--- config.mk ---
export PLATFORM = sky130hd
export DESIGN_NAME = ast_to_bt656_flat
export DESIGN_NICKNAME = d
export VERILOG_FILES = /design/src/rtl/ast_to_bt656_if.sv /design/src/rtl/ast_to_bt656.sv /design/src/flat_wrapper.sv
export SDC_FILE = /design/constraint.sdc
export NUM_CORES = 1
export LEC_CHECK = 0
export ABC_AREA = 1
export CELL_PAD_IN_SITES_DETAIL_PLACEMENT = 1
export CELL_PAD_IN_SITES_GLOBAL_PLACEMENT = 1
export CORE_MARGIN = 3
export CORE_UTILIZATION = 30
export DETAILED_ROUTE_END_ITERATION = 16
export PLACE_DENSITY_LB_ADDON = 0.1
export SYNTH_ARGS = -nofsm -noshare
export SYNTH_HDL_FRONTEND = slang
export SYNTH_SLANG_ARGS = --single-unit
export TNS_END_PERCENT = 10
--- constraint.sdc ---
create_clock -name clock -period 2.1 [get_ports clock]
set_clock_uncertainty 0.2 [all_clocks]
set_input_delay 0.21 -clock clock [delete_from_list [all_inputs] [get_ports clock]]
set_output_delay 0.21 -clock clock [all_outputs]
set_load 0.05 [all_outputs]
--- src/rtl/ast_to_bt656_if.sv ---
// rtl/ast_to_bt656_if.sv - Avalon-ST video sink bundle feeding ast_to_bt656
// Ports: st_data[7:0], st_valid, st_sop, st_eop from the source; st_ready from the sink.
interface ast_to_bt656_if;
  logic [7:0] st_data;
  logic       st_valid;
  logic       st_sop;
  logic       st_eop;
  logic       st_ready;

  modport master (output st_data, st_valid, st_sop, st_eop, input st_ready);
  modport slave  (input st_data, st_valid, st_sop, st_eop, output st_ready);
endinterface

--- src/rtl/ast_to_bt656.sv ---
// rtl/ast_to_bt656.sv - Avalon-ST video to ITU-R BT.656 byte stream generator
// Ports: clock, reset (async, active low); st (Avalon-ST sink, slave modport);
//        bt_data/bt_f/bt_v/bt_h registered BT.656 byte and flags;
//        underflow, frame_err one-cycle registered pulses aligned with bt_data.
module ast_to_bt656 #(
  parameter int LINE_BYTES   = 1728,
  parameter int ACTIVE_BYTES = 1440,
  parameter int FRAME_LINES  = 625,
  parameter int F2_START     = 313,
  parameter int F1_FIRST     = 23,
  parameter int F1_LAST      = 310,
  parameter int F2_FIRST     = 336,
  parameter int F2_LAST      = 623
) (
  input  logic                 clock,
  input  logic                 reset,
  ast_to_bt656_if.slave        st,
  output logic [7:0]           bt_data,
  output logic                 bt_f,
  output logic                 bt_v,
  output logic                 bt_h,
  output logic                 underflow,
  output logic                 frame_err
);

  localparam int HW        = $clog2(LINE_BYTES);
  localparam int LW        = $clog2(FRAME_LINES + 1);
  localparam int ACT_START = LINE_BYTES - ACTIVE_BYTES;
  localparam int SAV_START = ACT_START - 4;
  // Active fill parity is counted from the first active byte, not from hcnt.
  localparam logic ACT_ODD = (ACT_START % 2) == 1;

  typedef enum logic {WAIT_SOP, RUN} state_t;

  state_t        state_q, state_d;
  logic [HW-1:0] hcnt_q, hcnt_d;
  logic [LW-1:0] line_q, line_d;
  logic [7:0]    bt_data_q, bt_data_d;
  logic          bt_f_q, bt_f_d;
  logic          bt_v_q, bt_v_d;
  logic          bt_h_q, bt_h_d;
  logic          underflow_q, underflow_d;
  logic          frame_err_q, frame_err_d;

  logic       f_c, v_c, h_c, act_line, in_active, fill_odd;
  logic       slot, at_first, frame_end, take, ready_c;
  logic [7:0] xy_c, fill_c, timing_c, clip_c;

  // Position decode and the byte the timing generator would emit here.
  always_comb begin
    f_c       = line_q >= LW'(F2_START);
    act_line  = (line_q >= LW'(F1_FIRST) && line_q <= LW'(F1_LAST)) ||
                (line_q >= LW'(F2_FIRST) && line_q <= LW'(F2_LAST));
    v_c       = !act_line;
    in_active = hcnt_q >= HW'(ACT_START);
    // H covers EAV and horizontal blanking; it drops from SAV onward.
    h_c       = hcnt_q < HW'(SAV_START);
    xy_c      = {1'b1, f_c, v_c, h_c, v_c ^ h_c, f_c ^ h_c, f_c ^ v_c, f_c ^ v_c ^ h_c};
    fill_odd  = in_active ? (hcnt_q[0] ^ ACT_ODD) : hcnt_q[0];
    fill_c    = fill_odd ? 8'h10 : 8'h80;

    timing_c = fill_c;
    if (hcnt_q == HW'(0) || hcnt_q == HW'(SAV_START))
      timing_c = 8'hFF;
    else if (hcnt_q == HW'(1) || hcnt_q == HW'(2) ||
             hcnt_q == HW'(SAV_START + 1) || hcnt_q == HW'(SAV_START + 2))
      timing_c = 8'h00;
    else if (hcnt_q == HW'(3) || hcnt_q == HW'(SAV_START + 3))
      timing_c = xy_c;

    // 00 and FF are reserved for timing references.
    clip_c = st.st_data;
    if (st.st_data == 8'h00)
      clip_c = 8'h01;
    else if (st.st_data == 8'hFF)
      clip_c = 8'hFE;

    slot      = in_active && act_line;
    at_first  = line_q == LW'(F1_FIRST) && hcnt_q == HW'(ACT_START);
    frame_end = line_q == LW'(F2_LAST) && hcnt_q == HW'(LINE_BYTES - 1);
  end

  // Free-running counters; they never stall on the sink.
  always_comb begin
    hcnt_d = hcnt_q + HW'(1);
    line_d = line_q;
    if (hcnt_q == HW'(LINE_BYTES - 1)) begin
      hcnt_d = '0;
      line_d = (line_q == LW'(FRAME_LINES)) ? LW'(1) : line_q + LW'(1);
    end
  end

  always_comb begin
    state_d     = state_q;
    ready_c     = 1'b0;
    take        = 1'b0;
    underflow_d = 1'b0;
    frame_err_d = 1'b0;
    bt_data_d   = timing_c;
    bt_f_d      = f_c;
    bt_v_d      = v_c;
    bt_h_d      = h_c;

    case (state_q)
      WAIT_SOP: begin
        if (st.st_valid) begin
          if (!st.st_sop) begin
            ready_c = 1'b1;                 // drop stray beats between frames
          end else if (at_first) begin
            ready_c = 1'b1;                 // held sop beat released into line F1_FIRST
            take    = 1'b1;
            state_d = RUN;
          end
        end
      end
      RUN: begin
        if (slot) begin
          if (!st.st_valid) begin
            underflow_d = 1'b1;             // timing_c already holds active fill
          end else if (st.st_sop) begin
            frame_err_d = 1'b1;             // new frame started early; leave it held
            state_d     = WAIT_SOP;
          end else begin
            ready_c = 1'b1;
            take    = 1'b1;
          end
        end
      end
      default: state_d = WAIT_SOP;
    endcase

    if (take) begin
      bt_data_d = clip_c;
      if (st.st_eop) begin
        state_d     = WAIT_SOP;
        frame_err_d = !frame_end;
      end else if (frame_end) begin
        state_d     = WAIT_SOP;
        frame_err_d = 1'b1;
      end
    end
  end

  always_ff @(posedge clock or negedge reset) begin
    if (!reset) begin
      state_q     <= WAIT_SOP;
      hcnt_q      <= '0;
      line_q      <= LW'(1);
      bt_data_q   <= 8'h10;
      bt_f_q      <= 1'b0;
      bt_v_q      <= 1'b1;
      bt_h_q      <= 1'b1;
      underflow_q <= 1'b0;
      frame_err_q <= 1'b0;
    end else begin
      state_q     <= state_d;
      hcnt_q      <= hcnt_d;
      line_q      <= line_d;
      bt_data_q   <= bt_data_d;
      bt_f_q      <= bt_f_d;
      bt_v_q      <= bt_v_d;
      bt_h_q      <= bt_h_d;
      underflow_q <= underflow_d;
      frame_err_q <= frame_err_d;
    end
  end

  // Ready is forced low while reset is held so no beat can slip in.
  assign st.st_ready = ready_c & reset;
  assign bt_data     = bt_data_q;
  assign bt_f        = bt_f_q;
  assign bt_v        = bt_v_q;
  assign bt_h        = bt_h_q;
  assign underflow   = underflow_q;
  assign frame_err   = frame_err_q;

endmodule

--- src/flat_wrapper.sv ---
// flat-port wrapper written by rule: the top's interface ports become plain ports
module ast_to_bt656_flat 
#(
  parameter int LINE_BYTES   = 1728,
  parameter int ACTIVE_BYTES = 1440,
  parameter int FRAME_LINES  = 625,
  parameter int F2_START     = 313,
  parameter int F1_FIRST     = 23,
  parameter int F1_LAST      = 310,
  parameter int F2_FIRST     = 336,
  parameter int F2_LAST      = 623
)
  (clock, reset, bt_data, bt_f, bt_v, bt_h, underflow, frame_err, st_st_data, st_st_valid, st_st_sop, st_st_eop, st_st_ready);
  ast_to_bt656_if st_i ();
  input  logic clock;
  input  logic reset;
  output logic [7:0] bt_data;
  output logic bt_f;
  output logic bt_v;
  output logic bt_h;
  output logic underflow;
  output logic frame_err;
  input wire logic [$bits(st_i.st_data)-1:0] st_st_data;
  input wire logic [$bits(st_i.st_valid)-1:0] st_st_valid;
  input wire logic [$bits(st_i.st_sop)-1:0] st_st_sop;
  input wire logic [$bits(st_i.st_eop)-1:0] st_st_eop;
  output wire logic [$bits(st_i.st_ready)-1:0] st_st_ready;
  assign st_i.st_data = st_st_data;
  assign st_i.st_valid = st_st_valid;
  assign st_i.st_sop = st_st_sop;
  assign st_i.st_eop = st_st_eop;
  assign st_st_ready = st_i.st_ready;
  ast_to_bt656 #(.LINE_BYTES(LINE_BYTES), .ACTIVE_BYTES(ACTIVE_BYTES), .FRAME_LINES(FRAME_LINES), .F2_START(F2_START), .F1_FIRST(F1_FIRST), .F1_LAST(F1_LAST), .F2_FIRST(F2_FIRST), .F2_LAST(F2_LAST)) u_core (.clock(clock), .reset(reset), .st(st_i), .bt_data(bt_data), .bt_f(bt_f), .bt_v(bt_v), .bt_h(bt_h), .underflow(underflow), .frame_err(frame_err));
endmodule
### Logic cells by family

Scale: 4 px per um.
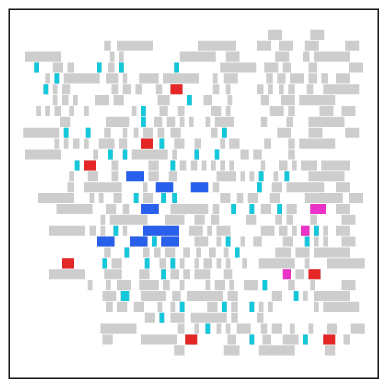
family	colour	cells
and/or cells	magenta	3
inv cells	cyan	49
xor and xnor cells	red	7
fa/ha/maj cells	blue	8
multi-input gate share of total cell area: 0.4021
dominant logic cell type in the layout: sky130_fd_sc_hd__nand2_1

### Routed metal, one colour a layer

Scale: 4 px per um. Only two layers are drawn.
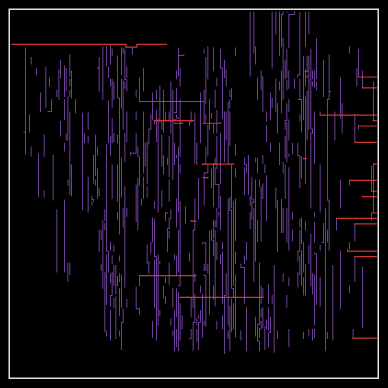
layer	colour	wire length
M3	red	196 um
M2	purple	3070 um
aggregate routed wire length: 6455 um
average detailed-routed wire length per instance: 14.31 um
total routing resource utilization after global routing: 0.1606

==> run_results.csv <==
group,metric,value,unit
run_status,status,"finished with violations",
run_status,failed_checks,"setup timing",
final_timing,setup_viol,4,
floorplanning,die-area,0.008445,sq mm
floorplanning,core_area,0.006982,sq mm
worst_setup_path,worst_r2r_startpoint,"u_core.line_q[7]",
logic_synthesis,syn-mean-instance-area,7.632,sq um
power,power.share.clock,0.357,
logic_synthesis,synth-async-reset-ratio,1.000,
logic_synthesis,yosys.stat.seqShare,0.3980,
detailed_routing,drt.antenna.violating_nets,0,
final_timing,fin_ws,-0.1953,ns
cts,cts.root.buffer_cell,"sky130_fd_sc_hd__clkbuf_8",
power,p_leak,1.501,nW
worst_setup_path,slowest_delay,0.45,ns
layout,final_layout_size_suffix_gt1_frac,0.2479,
grt,antenna_found_initial,0,
final_timing,timing_max_transition_violations_final,0,
logic_synthesis,mappedNetlistNets,311,
cts,path_clk_slew,0.08,ns
layout,layout.nets,375,
worst_setup_path,worstRegToRegCells,13,
power,powerDensity,464.5,mW/mm^2
grt,first_pass_grt_wire_length,10820,um
worst_setup_path,worstSetupEndpointType,"output pin",
grt,grt_max_degree,36,
layout,filler_cell_count,885,
grt,grt-busiest-layer,"met2",
### Wire density map

Scale: 3 px per um. 18 x 18 tiles, from dark purple (low) to yellow (high), scaled to the fullest tile. Values are wire area over tile area, all layers added.
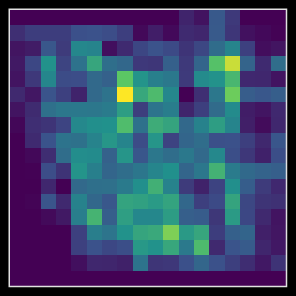
densest ninth of the die	centre
nearly empty tiles	18%
tiles over half the peak	13%
emptiest ninth of the die	south-west
fullest tile	0.47
mean over tiles	0.12
via total after detailed routing: 2140

state kept, by name, indices dropped and copies added, names as in the netlist:
signal	cells
u_core.bt_f	1
u_core.line_q	10
u_core.frame_err	1
u_core.bt_v	1
u_core.state_q	1
u_core.bt_data	8
u_core.hcnt_q	11
u_core.bt_h	1
u_core.underflow	1
per-stage QoR:
step / hold slack, ns / util
finish: 0.2964 / 0.4319
CTS: 0.2882 / 0.4170
floorplan: -0.2856 / -
global route: 0.3049 / 0.4319
detailed placement: 0.1425 / 0.3950
global placement: 0.1302 / 0.3950
layer usage:
metal / vias to the layer above / part of all wire
li1: 1074 / -
met5: - / 0
met3: 9 / 0.030
met1: 1025 / 0.48
met2: 32 / 0.47
met4: 0 / 0.017
cells by family after synthesis:
logic type | after synthesis
adder cells (fa/ha/maj) | 8
buffers and inverters | 52
flip-flops | 35
XOR/XNOR | 7
AND-OR/OR-AND | 28
AND/OR/NAND/NOR | 160
what timing repair did:
action                                  4_1_cts  5_1_grt
hold endpoints to repair                     31        0
resized                                      11       16
hold buffers                                  1        0
gates cloned                                  0        0
pin swaps                                     6        8
setup buffers                                 3        6
endpoints found under the setup margin        1       16
worst max path at each step:
stage                        endpoint  cells after the start
after floorplan           st_st_ready                      9
after detailed placement  st_st_ready                     10
final                     st_st_ready                     10
after global placement    st_st_ready                      8
after global routing      st_st_ready                     13
after CTS                 st_st_ready                      7
power groups by stage:
| stage | combinational [mW] | clock, mW | sequential [mW] |
|---|---|---|---|
| 6_report | 0.206 | 0.500 | 0.695 |
| 5_1_grt | 0.222 | 0.542 | 0.697 |
| 4_1_cts | 0.196 | 0.523 | 0.695 |
| 3_5_place_dp | 0.188 | 0 | 0.708 |
| 3_3_place_gp | 0.185 | 0 | 0.708 |
| 2_1_floorplan | 0.0502 | 0 | 0.753 |
layout make-up:
class,instances,area (sq um),area share
clock buffers,7,76.32,0.02531
clock inverters,1,5.005,0.001660
inverters,49,186.4,0.06183
multi-input cells,203,1212,0.4021
flip-flops and latches,35,884.6,0.2934
well taps,96,120.1,0.03983
repair buffers,60,530.5,0.1759
placed cells by master (no fill, tap or decap), drive strengths merged, types with 2 or more instances in the layout:
| master | synthesis | layout |
|---|---|---|
| clkbuf | 0 | 7 |
| a21oi | 6 | 6 |
| dfrtp | 31 | 31 |
| ha | 8 | 8 |
| nor4 | 3 | 3 |
| nand3 | 33 | 33 |
| nand4 | 12 | 12 |
| clkdlybuf4s50 | 0 | 24 |
| xor2 | 7 | 7 |
| a211oi | 2 | 2 |
| nand2 | 59 | 59 |
| o211ai | 2 | 2 |
| nor2 | 32 | 32 |
| buf | 3 | 35 |
| dfstp | 4 | 4 |
| clkinv | 2 | 3 |
| or2 | 2 | 2 |
| nor3 | 16 | 16 |
| inv | 47 | 47 |
| o21ai | 16 | 16 |
Power is estimated from default activity; no workload was simulated.
